## src/rtl/bottle_pkg.sv

```systemverilog
// rtl/bottle_pkg.sv - shared types and constants for the bottle-filling datapath
package bottle_pkg;

  typedef enum logic [1:0] {IDLE, COUNT, DONE} state_t;

  typedef logic [3:0] bcd_t;

  localparam bcd_t BCD_MAX_DIGIT      = 4'd9;
  localparam int   DEB_CYCLES_DEFAULT = 4;

  // A target of 00 or any non-BCD digit cannot be filled meaningfully.
  function automatic logic cfg_bad(input bcd_t h, input bcd_t l);
    return (h > BCD_MAX_DIGIT) || (l > BCD_MAX_DIGIT) || ((h == 4'd0) && (l == 4'd0));
  endfunction

endpackage

```

## src/rtl/sensor_debounce.sv

```systemverilog
// rtl/sensor_debounce.sv - 2-flop synchronizer, stable-count debouncer, rising-edge pulse
import bottle_pkg::*;

module sensor_debounce #(
  parameter int DEB_CYCLES = DEB_CYCLES_DEFAULT,
  parameter int DEB_W      = 4
) (
  input  logic CLK,
  input  logic RST,
  input  logic din,
  output logic pulse,
  output logic level
);

  localparam logic [DEB_W-1:0] DEB_LAST = DEB_W'(DEB_CYCLES);

  logic             sync1_q, sync1_d;
  logic             sync2_q, sync2_d;
  logic [DEB_W-1:0] cnt_q, cnt_d;
  logic             level_q, level_d;
  logic             pulse_q, pulse_d;

  always_comb begin
    sync1_d = din;
    sync2_d = sync1_q;
    cnt_d   = '0;
    level_d = level_q;
    if (sync2_q != level_q) begin
      if (cnt_q + 1'b1 == DEB_LAST) begin
        level_d = ~level_q;
      end else begin
        cnt_d = cnt_q + 1'b1;
      end
    end
    pulse_d = level_d & ~level_q;
  end

  always_ff @(posedge CLK or posedge RST) begin
    if (RST) begin
      sync1_q <= 1'b0;
      sync2_q <= 1'b0;
      cnt_q   <= '0;
      level_q <= 1'b0;
      pulse_q <= 1'b0;
    end else begin
      sync1_q <= sync1_d;
      sync2_q <= sync2_d;
      cnt_q   <= cnt_d;
      level_q <= level_d;
      pulse_q <= pulse_d;
    end
  end

  assign pulse = pulse_q;
  assign level = level_q;

endmodule

```

## src/rtl/pill_sensor_ctrl.sv

```systemverilog
// rtl/pill_sensor_ctrl.sv - debounced pill counter with BCD target compare and bottle handshake
import bottle_pkg::*;

module pill_sensor_ctrl #(
  parameter int DEB_CYCLES = DEB_CYCLES_DEFAULT,
  parameter int DEB_W      = 4
) (
  input  logic       CLK,
  input  logic       RST,
  input  logic       EN_work,
  input  logic       sensor_in,
  input  logic [3:0] maxL,
  input  logic [3:0] maxH,
  input  logic       bot_ack,
  output logic [3:0] nowL,
  output logic [3:0] nowH,
  output logic       bot_done,
  output logic       busy,
  output logic       spill_err,
  output logic       cfg_err
);

  logic deb_pulse, deb_level;

  sensor_debounce #(
    .DEB_CYCLES(DEB_CYCLES),
    .DEB_W     (DEB_W)
  ) u_deb (
    .CLK  (CLK),
    .RST  (RST),
    .din  (sensor_in),
    .pulse(deb_pulse),
    .level(deb_level)
  );

  state_t state_q, state_d;
  bcd_t   now_l_q, now_l_d, now_h_q, now_h_d;
  logic   evt_q, evt_d;
  logic   done_q, done_d;
  logic   busy_q, busy_d;
  logic   spill_q, spill_d;
  logic   cfg_err_q, cfg_err_d;

  bcd_t   inc_l, inc_h, cur_l, cur_h;
  logic   reached;

  always_comb begin
    cfg_err_d = cfg_bad(maxH, maxL);
    evt_d     = deb_pulse & deb_level;
    state_d   = state_q;
    now_l_d   = now_l_q;
    now_h_d   = now_h_q;
    spill_d   = spill_q;

    // BCD +1 with saturation at 99
    inc_l = now_l_q;
    inc_h = now_h_q;
    if (now_l_q != BCD_MAX_DIGIT) begin
      inc_l = now_l_q + 4'd1;
    end else if (now_h_q != BCD_MAX_DIGIT) begin
      inc_l = 4'd0;
      inc_h = now_h_q + 4'd1;
    end

    cur_l   = evt_q ? inc_l : now_l_q;
    cur_h   = evt_q ? inc_h : now_h_q;
    reached = (cur_h > maxH) || ((cur_h == maxH) && (cur_l >= maxL));

    if (cfg_err_q) begin
      state_d = IDLE;
    end else begin
      case (state_q)
        IDLE: begin
          if (EN_work) state_d = COUNT;
        end
        COUNT: begin
          if (!EN_work) begin
            state_d = IDLE;
          end else begin
            now_l_d = cur_l;
            now_h_d = cur_h;
            if (reached) state_d = DONE;
          end
        end
        DONE: begin
          if (bot_ack) begin
            // A pill landing with the swap belongs to the fresh bottle.
            now_h_d = 4'd0;
            now_l_d = (EN_work && evt_q) ? 4'd1 : 4'd0;
            state_d = EN_work ? COUNT : IDLE;
          end else if (evt_q) begin
            spill_d = 1'b1;
          end
        end
        default: state_d = IDLE;
      endcase
    end

    done_d = (state_d == DONE);
    busy_d = (state_d == COUNT);
  end

  always_ff @(posedge CLK or posedge RST) begin
    if (RST) begin
      state_q   <= IDLE;
      now_l_q   <= 4'd0;
      now_h_q   <= 4'd0;
      evt_q     <= 1'b0;
      done_q    <= 1'b0;
      busy_q    <= 1'b0;
      spill_q   <= 1'b0;
      cfg_err_q <= 1'b0;
    end else begin
      state_q   <= state_d;
      now_l_q   <= now_l_d;
      now_h_q   <= now_h_d;
      evt_q     <= evt_d;
      done_q    <= done_d;
      busy_q    <= busy_d;
      spill_q   <= spill_d;
      cfg_err_q <= cfg_err_d;
    end
  end

  assign nowL      = now_l_q;
  assign nowH      = now_h_q;
  assign bot_done  = done_q;
  assign busy      = busy_q;
  assign spill_err = spill_q;
  assign cfg_err   = cfg_err_q;

endmodule
```

## config.mk

```make
export PLATFORM = sky130hd
export DESIGN_NAME = pill_sensor_ctrl
export DESIGN_NICKNAME = d
export VERILOG_FILES = /design/src/rtl/bottle_pkg.sv /design/src/rtl/sensor_debounce.sv /design/src/rtl/pill_sensor_ctrl.sv
export SDC_FILE = /design/constraint.sdc
export NUM_CORES = 1
export LEC_CHECK = 0
export CAP_MARGIN = 10
export CORE_AREA = 2 2 64 66
export CTS_CLUSTER_DIAMETER = 30
export DETAILED_ROUTE_END_ITERATION = 10
export DIE_AREA = 0 0 66 68
export PLACE_DENSITY = 0.68
export SLEW_MARGIN = 20
export SYNTH_ARGS = -nofsm -noshare
export SYNTH_HDL_FRONTEND = slang
export SYNTH_SLANG_ARGS = --single-unit
```

## constraint.sdc

```tcl
create_clock -name CLK -period 6.3 [get_ports CLK]
set_input_delay 0.945 -clock CLK [delete_from_list [all_inputs] [get_ports CLK]]
set_output_delay 0.945 -clock CLK [all_outputs]
set_load 0.05 [all_outputs]
```

==> impl_metrics.py, run 1 <==
# Physical implementation metrics
metrics = {
    "worst_setup_path": {
        "cpPeakStageDelay_ns": 0.47,
        "crit_top_cell": "ha_1",
        "critPathCapture": "state_q[1]",
        "path_class": "reg2reg",
        "worst-path-stages": 11,
        "endpoint_kind": "flip-flop",
        "reg2reg_slack_ns": 3.35,
        "crit_arrival_ns": 3.11,
        "r2r-start": "nowL[1]",
        "rr_endpoint": "state_q[1]",
        "startpoint": "nowL[1]",
        "reg2reg_depth": 11,
        "cp_num_buf_inv": 1,
        "path_max_fanout": 6,
        "worstPathCellList": "inv_1, ha_1, nand3b_1, nor3_2, xnor2_1, ha_1, nand2b_1, a211o_1, a21oi_1, o21ai_0, and3_1",
    },
    "yosys": {
        "synth_area_mm2": 0.001473,
        "logic_family": "simple AND/OR/NAND/NOR gates",
        "ys_sh_simple_pct": 20.56,
        "yosys.area.top_type": "dfrtp_1",
        "xor_share_pct": 2.974,
        "adder_share_pct": 14.44,
        "async_flop_share_pct": 100.0,
        "common_cells": "dfrtp_1, ha_1, inv_1, nand2_1, o21ai_0",
        "yosys_area_mm2": 0.001473,
        "flop_cell": "dfrtp_1",
        "synth.top_cell.area_share_pct": 39.08,
        "edf_count": 0,
        "ys_sh_mux_pct": 3.059,
        "yosysCellCount": 155,
        "yosys.area_share.aoi_pct": 14.61,
        "synth_seq_share_pct": 39.08,
    },
    "clock_network": {
        "cts_root_buf": "clkbuf_8",
        "cts_tree": "built",
        "h-tree-depth": 1,
        "clkTransAtPathRegs_ns": 0.09,
        "cts-hold-fix-buffers": 0,
        "cts_resized": 0,
    },
    "routing": {
        "routed_via_density": 5.230,
        "drtPass1Iterations": 4,
        "dr.max_layer_used": "met4",
        "drc_errors": 0,
        "wl_met2_um": 1562,
        "drtAntennaViolNets": 0,
    },
    "power": {
        "switching_share_pct": 31.19,
        "p_seq_share_pct": 48.8,
        "powerDensity_mw_per_mm2": 198.6,
        "p_comb_share_pct": 25.2,
        "p_int_uw": 246.0,
        "comb_cell_power_uw": 90.1,
        "power_uw": 357.5,
        "power_leakage_nw": 0.8139,
    },
    "layout": {
        "clock_area_share_pct": 2.571,
        "nNetsFinal": 211,
        "area_growth_pct": 22.26,
        "lay_top_cells": "clkdlybuf4s50_1, dfrtp_1, ha_1",
        "final_cells": 230,
        "num_antenna_cells": 0,
        "logic_gates": 114,
        "inverters": 15,
        "n_clock_buffer": 3,
        "lay_top_count": "clkdlybuf4s50_1",
        "drive_gt1_share_pct": 7.222,
        "final-nonclk-buf-share_pct": 13.34,
    },
    "global_routing": {
        "grt_overflow": 0,
        "met2_usage_pct": 26.52,
        "grt_max_degree": 24,
        "top_usage_layer": "met2",
        "grt_first_pass_wirelength_um": 5326,
        "antenna_found_initial": 0,
    },
    "placed_design": {
        "io_buffers": 24,
        "post-place-ws_ns": 3.356,
        "place_congestion": 0.8311,
        "dpl.cell_count": 226,
    },
    "final_timing": {
        "slew-limit-headroom_pct": 41.78,
        "finalSetupTns_ns": 0,
        "clock.fmax_mhz": 339.0,
        "period_needed_ns": 2.950,
        "setup_viol": 0,
    },
    "floorplan": {
        "die_area_mm2": 0.004488,
        "nWellTaps": 50,
        "ioPinCount": 25,
        "rows": 23,
    },
    "worst_hold_path": {
        "min_from": "u_deb.sync1_q",
        "hold_path_class": "reg2reg",
        "holdPathStages": 0,
    },
    "run": {
        "maxCapViolCount": 0,
        "log.warning_count": 31,
    },
    "run_status": {
        "status": "finished, final reports clean",
    },
}
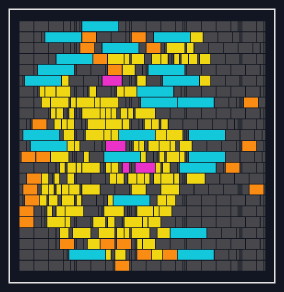
Fig. 1. Placement by cell class (run 1).
(4 px per um) Fill, decap, tap and diode cells in grey.
registers: marked cyan, cells 23. clock drivers and dummy loads: marked magenta, cells 4. remaining logic cells: marked yellow, cells 129. remaining buffers and delay cells: marked orange, cells 24.
Finished Cell Area: 0.001800 mm2
final core occ: 46.69%
total core area: 0.003856 mm2

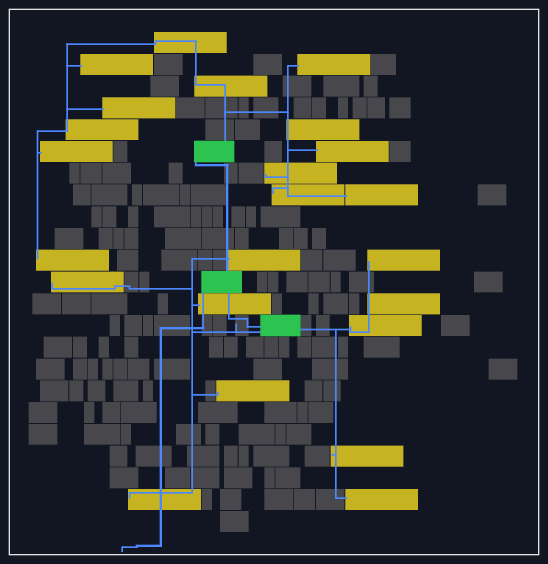
Fig. 2. Clock wires, drivers and flops (run 1).
(8 px per um)
clock wires: marked blue, length 311 um. flip-flops: marked yellow, count 23. clock-net drivers: marked green, count 3.
There are 4 routed clock nets.
clock group power: 93.0 uW
final setup skew: 0.006370 ns
Insertion Delay late pin: 0.27 ns
clock network power share: 26.0%

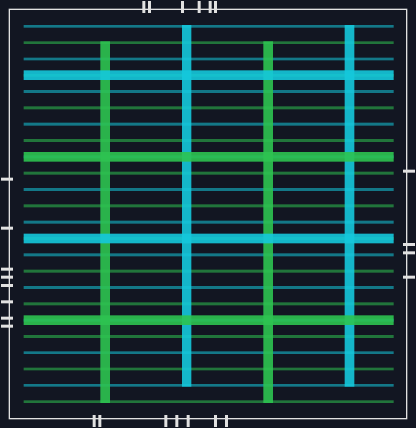
Fig. 3. Power grid (run 1).
(6 px per um) Pins as bars on the die edge.
VDD: marked cyan. VSS: marked green.
4 straps on met4. The core has 23 rows. 25 signal pins sit on the boundary.
Peak VDD IR: 0.09982 mV
die width: 66 um
Die Y: 68 um

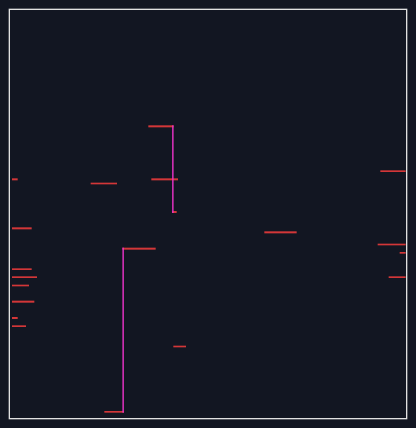
Fig. 4. Routed metal, one colour a layer (run 1).
(6 px per um) Only two layers are drawn.
M4: marked magenta, wire length 41.5 um. M3: marked red, wire length 58.4 um.
via count: 1,203
WL per Instance: 13.52 um
Total Wirelength: 3110 um
GRT Total Usage: 15.44%

==> run 1 -> run 2 <==
Settings changed: PLACE_DENSITY 0.68 to 0.7.
Clock period 6.3 ns to 2.45 ns, I/O delays scaled along.
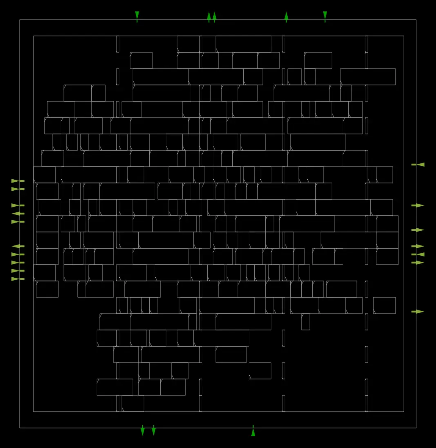
Fig. 5. Cell placement (run 2).
Finished Layout Cells: 251
Seq/total area: 27.90%
std cell rows: 23
Seq cells: 23
final core occ: 54.19%

==> impl_metrics.py, run 2 <==
# Physical implementation metrics
metrics = {
    "worst_setup_path": {
        "reg2reg_slack_ns": -0.07,
        "endpoint_kind": "flip-flop",
        "startpoint": "nowH[0]",
        "cpPeakStageDelay_ns": 0.43,
        "reg2reg_depth": 10,
        "path_max_fanout": 6,
        "crit_top_cell": "buf_4",
        "crit_arrival_ns": 2.68,
        "rr_endpoint": "bot_done",
        "cp_num_buf_inv": 2,
        "worst-path-stages": 10,
    },
    "power": {
        "p_int_uw": 667.1,
        "p_seq_share_pct": 45.4,
        "power_uw": 976.7,
        "switching_share_pct": 31.70,
        "comb_cell_power_uw": 295,
        "power_leakage_nw": 0.9382,
        "irDropWorstVdd_mv": 0.1836,
        "clock_power_uw": 238,
        "powerSeq_uw": 443,
    },
    "layout": {
        "n_clock_buffer": 3,
        "lay_top_cells": "clkdlybuf4s50_1, buf_4, dfrtp_1",
        "area_growth_pct": 41.89,
        "nNetsFinal": 232,
        "inverters": 15,
        "lay_top_count": "clkdlybuf4s50_1",
        "final-nonclk-buf-share_pct": 19.40,
        "clock_area_share_pct": 2.216,
        "drive_gt1_share_pct": 28.36,
        "num_antenna_cells": 0,
    },
    "final_timing": {
        "finalClockSkew_ns": 0.001485,
        "worst_slack_ns": -0.06637,
        "finalSetupTns_ns": -0.2124,
        "setup_viol": 4,
        "slew-limit-headroom_pct": 67.05,
        "period_needed_ns": 2.516,
    },
    "clock_network": {
        "clk-insertion-delay-late_ns": 0.27,
        "cts_tree": "built",
        "cts_resized": 9,
        "cts_root_buf": "clkbuf_8",
        "h-tree-depth": 1,
    },
    "placed_design": {
        "place_congestion": 0.8558,
        "dpl.cell_count": 241,
        "io_buffers": 24,
        "post-place-ws_ns": -0.2450,
    },
    "routing": {
        "wl_per_cell_um": 13.51,
        "wl_met2_um": 1684,
        "vias": 1284,
        "drc_errors": 0,
        "dr.max_layer_used": "met4",
        "drtAntennaViolNets": 0,
        "routed_via_density": 5.116,
    },
    "global_routing": {
        "antenna_found_initial": 0,
        "top_usage_layer": "met2",
        "grt_max_degree": 24,
        "met2_usage_pct": 27.65,
    },
    "floorplan": {
        "die_h_um": 68,
        "nWellTaps": 50,
        "dieWidth_um": 66,
        "die_area_mm2": 0.004488,
        "ioPinCount": 25,
    },
    "yosys": {
        "yosys.area.top_type": "dfrtp_1",
        "yosys.area_share.aoi_pct": 14.61,
        "adder_share_pct": 14.44,
        "synth_area_mm2": 0.001473,
        "ys_sh_simple_pct": 20.56,
        "ys_sh_mux_pct": 3.059,
        "synth.top_cell.area_share_pct": 39.08,
        "logic_family": "simple AND/OR/NAND/NOR gates",
        "flop_cell": "dfrtp_1",
        "yosysCellCount": 155,
        "xor_share_pct": 2.974,
        "edf_count": 0,
    },
    "worst_hold_path": {
        "min_from": "u_deb.sync1_q",
        "hold_path_class": "reg2reg",
        "holdPathStages": 0,
    },
    "run_status": {
        "status": "finished, violations left",
        "violations": "setup timing",
    },
    "run": {
        "maxCapViolCount": 0,
        "log.warning_count": 34,
    },
}
Power is estimated from default activity; no workload was simulated.
